### Clock wiring as the flow saved it

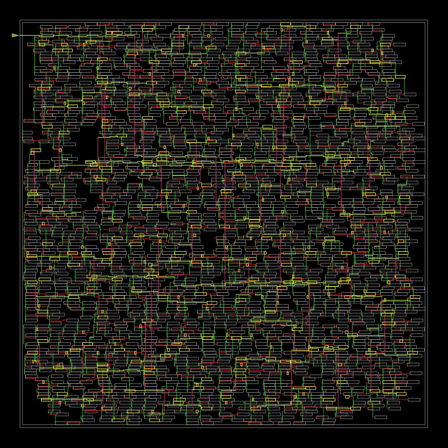
### Clock wires, drivers and flops

The bar under the picture is 100 microns long.
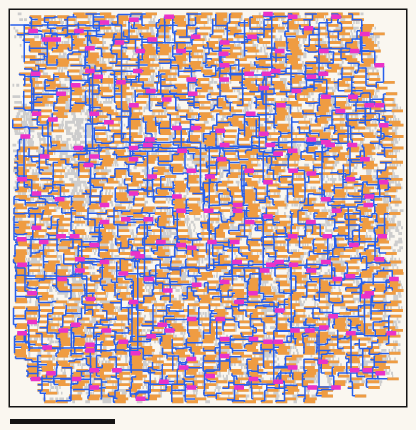
### Layout detail

Window x 268 to 298, y 79 to 109 microns. Cells in grey, sequential cells in the stronger grey; small squares are vias.
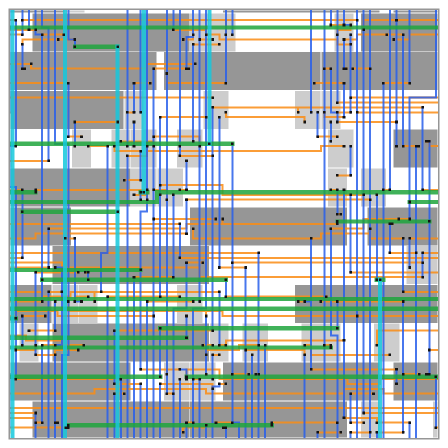
### Where the registers sit

The bar under the picture is 100 microns long. Other sequential cells in the stronger grey, the rest of the logic in the fainter grey.
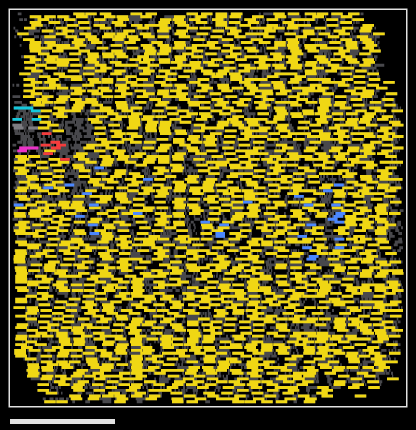
==> config.mk <==
export PLATFORM = sky130hd
export DESIGN_NAME = instr_receive_flat
export DESIGN_NICKNAME = d
export VERILOG_FILES = /design/src/rtl/instr_receive_if.sv /design/src/rtl/instr_receive.sv /design/src/flat_wrapper.sv
export SDC_FILE = /design/constraint.sdc
export NUM_CORES = 2
export LEC_CHECK = 0
export ABC_AREA = 1
export CORE_MARGIN = 2
export CORE_UTILIZATION = 60
export CTS_CLUSTER_DIAMETER = 60
export DETAILED_ROUTE_END_ITERATION = 12
export PLACE_DENSITY_LB_ADDON = 0.05
export SLEW_MARGIN = 20
export SYNTH_ARGS = -nofsm -noshare
export SYNTH_HDL_FRONTEND = slang
export SYNTH_SLANG_ARGS = --single-unit
==> constraint.sdc <==
create_clock -name t_clk -period 8.3 [get_ports t_clk]
set_input_delay 1.66 -clock t_clk [delete_from_list [all_inputs] [get_ports t_clk]]
set_output_delay 1.66 -clock t_clk [all_outputs]
set_load 0.005 [all_outputs]
==> run summary <==
Notes on the flow run.

- The maximum number of buffers from clock root to sink is 3, for reference.
- The routed layout has 54,980 vias.
- The gate count after technology mapping is 6,907, for reference.
- The vertical die dimension is 377.8 microns, for reference.
- Entering global routing, the biggest net connects 224 pins.
- STA classifies the critical path endpoint as a register.
- Per the synthesis report, the dominant area consumer among library cells is edfxtp_1.
- Per the TritonCTS log, the buffer count is 205.
- After synthesis, the largest area contributor takes up 73.37% of total cell area.
- The region available for standard cell placement spans 0.1390 sq mm.
- The global placer's final weighted congestion is 0.8756, for reference.
- The number of global-route vias before repair is 51,010, for reference.
- Per the cell usage report, the commonest logic cells after layout are nand2_1, edfxtp_1, nand3_1.
- The post-detailed-routing wire length is 240.6 mm, for reference.
- The power density over the cells is 247.0 mW/mm^2, for reference.
- After synthesis the cells add up to 0.08382 sq mm.
- Counting both buffers and inverters, the worst setup path holds a total of 3.
- In this run the tool buffered the top-level ports with 85 buffer cells.
- The initial antenna violation count is 17, for reference.
- The die is 377.8 microns wide.
- The first global-routing pass estimated 346.2 mm of wire.
- The floorplan report gives the top-level pin count as 86.
- Total power for the finished layout comes to 23.10 mW.
- The number of cells on the critical path is 7, for reference.
- The cell family contributing the most delay on the critical path is simple AND/OR/NAND/NOR gates.
- The number of hold-slack violations in the final timing report is 0, for reference.
- The average cell area after synthesis is between 10 and 15 sq um, for reference.
- The flow ran to the end, and the final reports show no timing, DRC or antenna violations.
- Once the clock tree was built, the setup fixing pass inserted 0 buffers.
- Counting pins that exceed their max-slew limit in the final report gives 0.
- The area of combinational cells with multiple inputs is 0.01921 sq mm, for reference.
- After synthesis the netlist holds a flip-flop and latch count of 2,098.
-- 'Clock wiring as the flow saved it' (at the start) --
clock group total power: 9.48 mW
worst skew pair latency: 0.83 ns

-- 'Clock wires, drivers and flops' (at the start) --
[blue] clock wires | length: 22.7 mm
[magenta] cells driving clock nets | count: 205
[orange] flip-flops | count: 2,098
flops lie: spread over the die
routed clock nets: 206
Worst Skew: 0.02696 ns
portion of total power attributed to the clock network: 41.1%

-- 'Layout detail' (at the start) --
| colour | layer |
|---|---|
| cyan | met4 |
| blue | met2 |
| orange | met1 |
| green | met3 |
most frequent: nand3_1 (14), edfxtp_1 (14), nand2_1 (11)
sequential cells in the window: 14
cells with their middle in the window: 42

-- 'Where the registers sit' (at the start) --
| colour | netlist name | placed flops |
|---|---|---|
| red | u_core.bus.r_o_count | 7 |
| cyan | u_core.timeout_q | 5 |
| blue | u_core.bus.r_o_rdata | 32 |
| yellow | u_core.mem | 2,048 |
| magenta | u_core.state_q | 3 |
not coloured: 3
Final Util: 67.26%
flop share of the area: 67.11%
register area: 0.06275 sq mm
Seq. pwr: 11.8 mW

## cell usage after synthesis
cell and number:
nor2_1 78, o22ai_1 1, inv_4 1, nand3_1 1908
dfrtp_1 50, ha_1 4, edfxtp_1 2048, nor3b_1 1
buf_1 62, clkbuf_1 84, nand4_1 5, xor2_1 3
nor3_1 7, buf_4 39, clkinv_1 1, inv_2 3
o31ai_1 1, o2111ai_1 1, buf_2 260, or2_2 1
a21oi_1 1, buf_6 5, nand3_2 1, inv_1 31
o21ai_0 15, nand2_1 2296
## routing by layer
metal | GRT usage [%] | vias to the layer above | share of wire (%)
met5 | 0 | - | 0.0096
met1 | 49.20 | 27060 | 40
met4 | 13.25 | 4 | 4.1
met2 | 50.15 | 3035 | 45
met3 | 7.293 | 440 | 11
li1 | - | 24440 | -
## where the power goes
part           leakage [nW]  internal [mW]  switching [mW]  total [mW]
sequential             19.0           11.8          0.0793        11.8
clock                  3.36           5.54            3.94        9.48
combinational          10.6          0.393            1.37        1.77
total                  32.9           17.7            5.39        23.1
## worst min-delay path, stage by stage, from the launching register on
cell and delay (ns):
dfrtp_1 0.34, nand2_1 0.05, o21ai_0 0.06
## layout make-up
class / instances / share of cell area [%]
timing repair buffer: 198 / 2.323
clock buffer: 265 / 6.018
tap: 1876 / 2.510
inverter: 36 / 0.1833
antenna: 3 / 0.008029
sequential: 2098 / 67.11
clock inverter: 117 / 1.302
multi-input combinational: 4323 / 20.54
## metrics by stage
stage | hold slack (ns) | cells | area, sq um
finish | 0.4919 | 8916 | 93500
detailed placement | 0.4750 | 8512 | 86200
floorplan | 0.4530 | 6907 | 83820
CTS | 0.4898 | 8894 | 93050
global placement | 0.4675 | 8506 | 86070
global route | 0.5386 | 8913 | 93490
## cells by family after synthesis
logic type,Yosys count,share of synthesized area [%]
xor+xnor,3,0.03135
compound gates,19,0.1224
flops,2098,74.87
fa+ha+maj,4,0.05971
simple gates,4297,22.13
buf+inv,486,2.787
Power figures rest on the tool's default switching activity, not on a simulated workload.
